==> src/rtl/seq_det_pkg.sv <==
// rtl/seq_det_pkg.sv - shared types and constants for the sequence-detector scheduler
// Purpose: FSM state encoding, default pattern and per-channel context widths.
// Ports: none (package).
package seq_det_pkg;

  typedef enum logic [1:0] {
    ST_IDLE  = 2'd0,
    ST_SHIFT = 2'd1,
    ST_DONE  = 2'd2
  } state_t;

  localparam int DEF_PLEN = 4;
  localparam logic [DEF_PLEN-1:0] DEF_PATTERN = 4'b0110;

  // hist keeps the last PLEN-1 bits seen; fill saturates at PLEN-1
  function automatic int hist_width(input int plen);
    return plen - 1;
  endfunction

  function automatic int fill_width(input int plen);
    return $clog2(plen);
  endfunction

endpackage

==> src/rtl/seq_det_core.sv <==
// rtl/seq_det_core.sv - combinational single-bit step of the pattern detector
// Purpose: given a channel context (hist, fill) and the next bit x, produce the
//          updated context and the match flag z. Holds no state.
// Ports:
//   hist     in   PLEN-1   last bits seen, oldest in MSB
//   fill     in   FW       number of valid bits in hist (saturating)
//   x        in   1        incoming bit
//   hist_nxt out  PLEN-1   updated history
//   fill_nxt out  FW       updated fill count
//   z        out  1        a full pattern completed on this bit
module seq_det_core
  import seq_det_pkg::*;
#(
  parameter int              PLEN    = DEF_PLEN,
  parameter logic [PLEN-1:0] PATTERN = PLEN'(DEF_PATTERN)
) (
  input  logic [hist_width(PLEN)-1:0] hist,
  input  logic [fill_width(PLEN)-1:0] fill,
  input  logic                        x,
  output logic [hist_width(PLEN)-1:0] hist_nxt,
  output logic [fill_width(PLEN)-1:0] fill_nxt,
  output logic                        z
);

  localparam int HW = hist_width(PLEN);
  localparam int FW = fill_width(PLEN);

  logic [PLEN-1:0] win;
  logic            full;

  assign win      = {hist, x};
  assign full     = (fill == FW'(PLEN - 1));
  // the new history is simply the youngest PLEN-1 bits of the window
  assign hist_nxt = win[HW-1:0];
  assign fill_nxt = full ? fill : fill + FW'(1);
  assign z        = full && (win == PATTERN);

endmodule

==> src/rtl/seq_det_scheduler.sv <==
// rtl/seq_det_scheduler.sv - round-robin time-multiplexing of one pattern detector over NCH channels
// Purpose: grants requesting channels round-robin, shifts the granted word
//          MSB-first through seq_det_core with that channel's saved context,
//          reports a per-bit match mask and writes the context back.
// Ports:
//   clk         in   1            rising-edge clock
//   reset_n     in   1            asynchronous active-low reset
//   req_valid   in   NCH          channel i has a word pending
//   req_data    in   NCH*W        word of channel i at [i*W +: W]
//   req_ready   out  NCH          one-hot accept pulse (IDLE only)
//   ch_clear    in   NCH          zero the saved context of channel i
//   busy        out  1            high in SHIFT and DONE
//   done        out  1            one-cycle result strobe
//   done_ch     out  clog2(NCH)   channel of the current result
//   match_mask  out  W            bit k set = match completed on word bit k
//   match_cnt   out  clog2(W+1)   popcount of match_mask
module seq_det_scheduler
  import seq_det_pkg::*;
#(
  parameter int              NCH     = 4,
  parameter int              W       = 8,
  parameter int              PLEN    = DEF_PLEN,
  parameter logic [PLEN-1:0] PATTERN = PLEN'(DEF_PATTERN)
) (
  input  logic                     clk,
  input  logic                     reset_n,
  input  logic [NCH-1:0]           req_valid,
  input  logic [NCH*W-1:0]         req_data,
  output logic [NCH-1:0]           req_ready,
  input  logic [NCH-1:0]           ch_clear,
  output logic                     busy,
  output logic                     done,
  output logic [$clog2(NCH)-1:0]   done_ch,
  output logic [W-1:0]             match_mask,
  output logic [$clog2(W+1)-1:0]   match_cnt
);

  localparam int CW   = $clog2(NCH);
  localparam int CNTW = $clog2(W + 1);
  localparam int BW   = (W > 1) ? $clog2(W) : 1;
  localparam int HW   = hist_width(PLEN);
  localparam int FW   = fill_width(PLEN);

  state_t          state, state_nxt;
  logic [CW-1:0]   ptr;
  logic [CW-1:0]   grant_ch;
  logic [CW-1:0]   pick;
  logic            grant_en;

  logic [W-1:0]    word;
  logic [BW-1:0]   bit_idx;
  logic [W-1:0]    work_mask;
  logic [W-1:0]    mask_nxt;
  logic [CNTW-1:0] cnt_nxt;
  logic            last_bit;

  logic [HW-1:0]   cur_hist, hist_nxt;
  logic [FW-1:0]   cur_fill, fill_nxt;
  logic            z;
  logic            clr_pend;

  logic [HW-1:0]   hist_mem [NCH];
  logic [FW-1:0]   fill_mem [NCH];
  logic [W-1:0]    req_word [NCH];

  for (genvar i = 0; i < NCH; i++) begin : g_word
    assign req_word[i] = req_data[i*W +: W];
  end

  // First valid channel strictly after p, wrapping; scanning offsets from
  // largest to smallest lets the nearest channel overwrite farther ones.
  function automatic logic [CW-1:0] rr_pick(input logic [NCH-1:0] v, input logic [CW-1:0] p);
    logic [CW-1:0] r;
    int            idx;
    r = p;
    for (int off = NCH; off >= 1; off--) begin
      idx = (int'(p) + off) % NCH;
      if (v[idx]) r = CW'(idx);
    end
    return r;
  endfunction

  assign pick = rr_pick(req_valid, ptr);

  // ---------------------------------------------------------------- FSM
  always_ff @(posedge clk or negedge reset_n) begin
    if (!reset_n) state <= ST_IDLE;
    else          state <= state_nxt;
  end

  always_comb begin
    state_nxt = state;
    req_ready = '0;
    grant_en  = 1'b0;
    case (state)
      ST_IDLE: begin
        // reset_n gate keeps req_ready low while reset is held
        if (reset_n && (|req_valid)) begin
          grant_en        = 1'b1;
          req_ready[pick] = 1'b1;
          state_nxt       = ST_SHIFT;
        end
      end
      ST_SHIFT: if (last_bit) state_nxt = ST_DONE;
      ST_DONE:  state_nxt = ST_IDLE;
      default:  state_nxt = ST_IDLE;
    endcase
  end

  assign busy = (state != ST_IDLE);
  assign done = (state == ST_DONE);

  // ---------------------------------------------------------------- core
  seq_det_core #(
    .PLEN    (PLEN),
    .PATTERN (PATTERN)
  ) u_core (
    .hist     (cur_hist),
    .fill     (cur_fill),
    .x        (word[bit_idx]),
    .hist_nxt (hist_nxt),
    .fill_nxt (fill_nxt),
    .z        (z)
  );

  assign last_bit = (bit_idx == '0);
  assign mask_nxt = work_mask | (W'(z) << bit_idx);

  always_comb begin
    cnt_nxt = '0;
    for (int i = 0; i < W; i++) cnt_nxt = cnt_nxt + CNTW'(mask_nxt[i]);
  end

  // ---------------------------------------------------------------- datapath
  always_ff @(posedge clk or negedge reset_n) begin
    if (!reset_n) begin
      ptr        <= CW'(NCH - 1);
      grant_ch   <= '0;
      word       <= '0;
      bit_idx    <= '0;
      work_mask  <= '0;
      cur_hist   <= '0;
      cur_fill   <= '0;
      clr_pend   <= 1'b0;
      done_ch    <= '0;
      match_mask <= '0;
      match_cnt  <= '0;
      for (int i = 0; i < NCH; i++) begin
        hist_mem[i] <= '0;
        fill_mem[i] <= '0;
      end
    end else begin
      if (grant_en) begin
        grant_ch  <= pick;
        ptr       <= pick;
        word      <= req_word[pick];
        bit_idx   <= BW'(W - 1);
        work_mask <= '0;
        // a clear arriving on the grant cycle must not be bypassed by the latch
        cur_hist  <= ch_clear[pick] ? '0 : hist_mem[pick];
        cur_fill  <= ch_clear[pick] ? '0 : fill_mem[pick];
      end

      if (state == ST_SHIFT) begin
        cur_hist  <= hist_nxt;
        cur_fill  <= fill_nxt;
        work_mask <= mask_nxt;
        bit_idx   <= bit_idx - BW'(1);
        if (last_bit) begin
          // results become visible in DONE and hold until the next DONE
          match_mask <= mask_nxt;
          match_cnt  <= cnt_nxt;
          done_ch    <= grant_ch;
        end
      end

      if (grant_en)
        clr_pend <= 1'b0;
      else if ((state != ST_IDLE) && ch_clear[grant_ch])
        clr_pend <= 1'b1;

      // clear has priority over write-back
      for (int i = 0; i < NCH; i++) begin
        if (ch_clear[i]) begin
          hist_mem[i] <= '0;
          fill_mem[i] <= '0;
        end else if ((state == ST_DONE) && (grant_ch == CW'(i))) begin
          hist_mem[i] <= clr_pend ? '0 : cur_hist;
          fill_mem[i] <= clr_pend ? '0 : cur_fill;
        end
      end
    end
  end

endmodule

==> config.mk <==
export PLATFORM = sky130hd
export DESIGN_NAME = seq_det_scheduler
export DESIGN_NICKNAME = d
export VERILOG_FILES = /design/src/rtl/seq_det_pkg.sv /design/src/rtl/seq_det_core.sv /design/src/rtl/seq_det_scheduler.sv
export SDC_FILE = /design/constraint.sdc
export NUM_CORES = 1
export LEC_CHECK = 0
export CORE_MARGIN = 3
export CORE_UTILIZATION = 57
export CTS_BUF_LIST = sky130_fd_sc_hd__clkbuf_16
export CTS_CLUSTER_DIAMETER = 100
export DETAILED_ROUTE_END_ITERATION = 12
export PLACE_DENSITY = 0.83
export SETUP_SLACK_MARGIN = 0.15
export SKIP_LAST_GASP = 1
export SLEW_MARGIN = 20
export SYNTH_ARGS = -nofsm -noshare
export SYNTH_HDL_FRONTEND = slang
export SYNTH_SLANG_ARGS = --single-unit
==> constraint.sdc <==
create_clock -name clk -period 8.15 [get_ports clk]
set_input_delay 1.63 -clock clk [delete_from_list [all_inputs] [get_ports clk]]
set_output_delay 1.63 -clock clk [all_outputs]
set_load 0.005 [all_outputs]
==> images/wire_density.png <==
17 x 17 tiles, from dark blue (low) to red (high), scaled to the fullest tile. Values are wire area over tile area, all layers added.
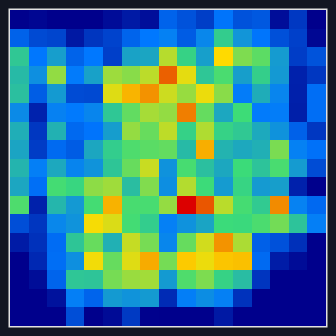
The densest ninth of the die: center. 12% of the tiles are nearly empty. 27% of the tiles are over half the peak.
routed wire length: 7770 µm
via count: 2883
Total Routing Usage GR: 23.2%
WL per Instance: 15.5 µm

==> images/final_clocks.png <==
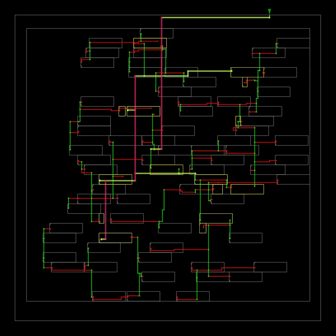
Final Skew: 0.00511 ns
Clk power: 328 µW

==> flow_summary.ini <==
; flow metrics
[run]
warnings = 27
cap_violations = 0

[logic_synthesis]
yosys.area.top_type = dfrtp_1
ff_type = dfrtp_1
synth_flops = 65
synth-edff-count = 0
top_area_share_pct = 43.9
async_flop_share_pct = 100
fp_nets = 417
ys_area_um2 = 3590
synth.distinct_cells = 46
synth_area_um2 = 3590
netlist_instances = 365
synth_seq_share_pct = 45.4
ys_warn_count = 0
synth.avg_cell_area_um2 = 9.84
synth_stat.cells = 365
topCellsByArea = dfrtp_1 (44%), mux2i_1 (8.9%), nand2_1 (5.6%)

[routing]
postRouteAntennaNets = 0
first_iter_violations = 273
vias_per_cell = 5.77
firstDrtPassIters = 5
drc = 0

[clocking]
cts_tree = built
clockRootBuffer = clkbuf_16
cts.sinks = 65
post_cts_buffers = 0
clockBufferDepth = 2
clk_pin_slew_ns = 0.05
htreeDepth = 3
cts_made_buffers = 9
cts.hold.buffers_added = 0
cts_resized = 0

[setup_path]
critPathKind = in -> out
cp.arrival_ns = 3.97
critPathRequiredTime_ns = 6.52
endpoint_kind = primary output
crit_path_start_kind = input port
cp_max_fo = 18

[placed_design]
place_congestion = 0.820
io_buffers = 61
placed_area_um2 = 4210
hpwl_um = 5600

[grt]
first_global_vias = 2795
grt_overflow = 0
antenna_found_initial = 0
grt_max_degree = 66
grt_pass1_wl_um = 13400

[sta]
fmax_ghz = 0.179
worst_pin_slew_ns = 0.963
hold_viol = 0
rsz0062_at_grt = false
period_minus_slack_ns = 5.60
finalSetupTns_ns = 0
maxSlewViolCount = 0
slew_headroom_pct = 35.7
finalSetupViolCount = 0
period_used_pct = 68.7

[cells_and_area]
area_growth_syn_to_layout_pct = 24.3
lay_top_cells = dfrtp_1 (63), clkdlybuf4s50_1 (60), nand2_1 (54), nor2_1 (39), mux2i_1 (32)
final_nets = 473
flop_area_um2 = 1630
logic_area_um2 = 1820
n_antenna_cell = 0
n_fill_cell = 450
drive_above_1_share_pct = 10.8
final_common_cell = dfrtp_1

[outcome]
status = complete, no violations

[hold_path]
hp-class = reg -> reg

[power]
pwr_density_cell_nw_per_um2 = 309
p_leak_uw = 0.00203
ir_drop_v = 0.000199

[die]
fp-utilization_pct = 59.6
ios = 62
fp.dieW_um = 85.4
die_h_um = 85.4
die_area_um2 = 7290
==> images/cell_classes.png <==
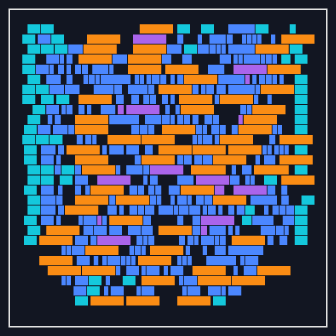
Cyan shows other buffers and delay cells, cells 64, share of their area 14%. Orange shows flip-flops, cells 65, share of their area 37%. Blue shows all other logic, cells 281, share of their area 43%. Purple shows clock drivers and dummy loads, cells 15, share of their area 5.8%.
core footprint: 6030 µm²
sequential share of cell area: 36.5%
Final Util: 74.1%
number of placement rows: 28
final instance area: 4460 µm²

==> images/clock_map.png <==
Scale bar: 20 µm.
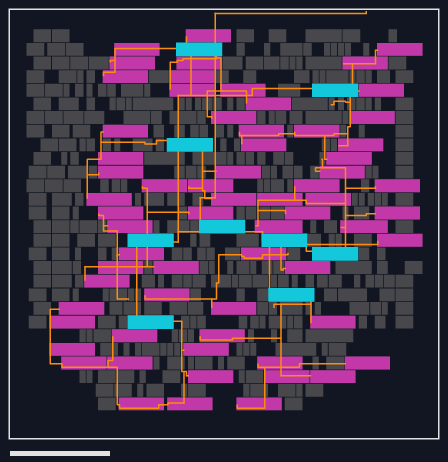
Magenta shows flip-flops, count 65. Orange shows clock wires, length 782 µm. Cyan shows cells driving clock nets, count 9.
There are 10 routed clock nets.
power share of the clock group: 23.7%
Clock Latency Late Sink: 0.32 ns

power by group:
group          switching (µW)  total (µW)  internal [µW]
clock network             129         328            199
registers                93.5         508            414
logic                     279         546            266
total                     502        1380            880
synth_stat cells, types with 2 or more instances:
master	number
o21ai_1	2
a22oi_1	5
nor3_1	3
nand2b_1	4
dfrtp_1	63
mux4_2	3
nor2_2	2
o21ai_0	28
nor2b_1	9
a21oi_1	26
fa_1	4
a21o_1	5
buf_2	4
a22o_1	3
inv_1	10
or2_2	2
nor2_1	39
and2_1	2
a2111oi_2	2
a31oi_1	4
mux2i_1	32
o21a_1	2
nor4_1	2
mux2_2	13
clkbuf_1	11
buf_6	3
dfstp_2	2
nand2_1	54
ha_1	6
nand3_1	4
final timing paths:
kind / start / to / slack (ns) / cells after the start
worst max-delay path: req_valid[3] / req_ready[0] / 2.55 / 6
worst min-delay path: match_cnt[0] / match_cnt[0] / 0.47 / 2
worst max register to register: bit_idx[0] / match_cnt[2] / 3.56 / 14
worst min register to register: match_cnt[0] / match_cnt[0] / 0.47 / 2
max in group asynchronous: reset_n / hist_mem[10] / 6.10 / 2
min in group asynchronous: reset_n / match_cnt[1] / 1.54 / 2
sequential cells by signal, indices dropped and copies added (netlist names), 3 cells and up:
name / cells
work_mask: 8
fill_mem: 8
word: 8
match_mask: 8
bit_idx: 3
hist_mem: 12
cur_hist: 3
match_cnt: 4
stage by stage:
stage	hold slack [ns]	setup WS (ns)	instances	power [µW]
CTS	0.476	2.58	500	1390
finish	0.472	2.55	500	1380
global placement	0.459	2.61	485	1030
floorplan	0.459	3.74	365	887
global route	0.521	2.38	500	1480
detailed placement	0.464	2.62	485	1050
cells by family after synthesis:
group / Yosys count / share of synthesized area [%]
AND/OR/NAND/NOR: 128 / 16.2
XOR/XNOR: 1 / 0.244
AND-OR/OR-AND: 82 / 14.2
flip-flops: 65 / 45.4
multiplexers: 49 / 15.6
buffers and inverters: 30 / 4.01
adder cells (fa/ha/maj): 10 / 4.32
routing by layer:
| layer | vias to the layer above | GRT usage (%) | wire [µm] |
|---|---|---|---|
| met5 | - | 0 | 0 |
| li1 | 1377 | - | - |
| met4 | 0 | 7.34 | 153 |
| met3 | 16 | 4.66 | 533 |
| met1 | 1355 | 32.2 | 3500 |
| met2 | 135 | 36.8 | 3580 |
critical path: stages:
cell and delay (ns):
clkdlybuf4s50_1 0.57, o41ai_1 0.18, nor2_2 0.58, nand2_1 0.22, nor2_1 0.22, clkdlybuf4s50_1 0.56
cell type report:
| cell class | count | area share (%) |
|---|---|---|
| Clock buffer | 9 | 5.04 |
| Clock inverter | 6 | 0.645 |
| Inverter | 11 | 0.925 |
| Multi-Input combinational cell | 270 | 40.7 |
| Sequential cell | 65 | 36.5 |
| Tap cell | 75 | 2.10 |
| Timing Repair Buffer | 64 | 14.1 |
Power is estimated from default activity; no workload was simulated.
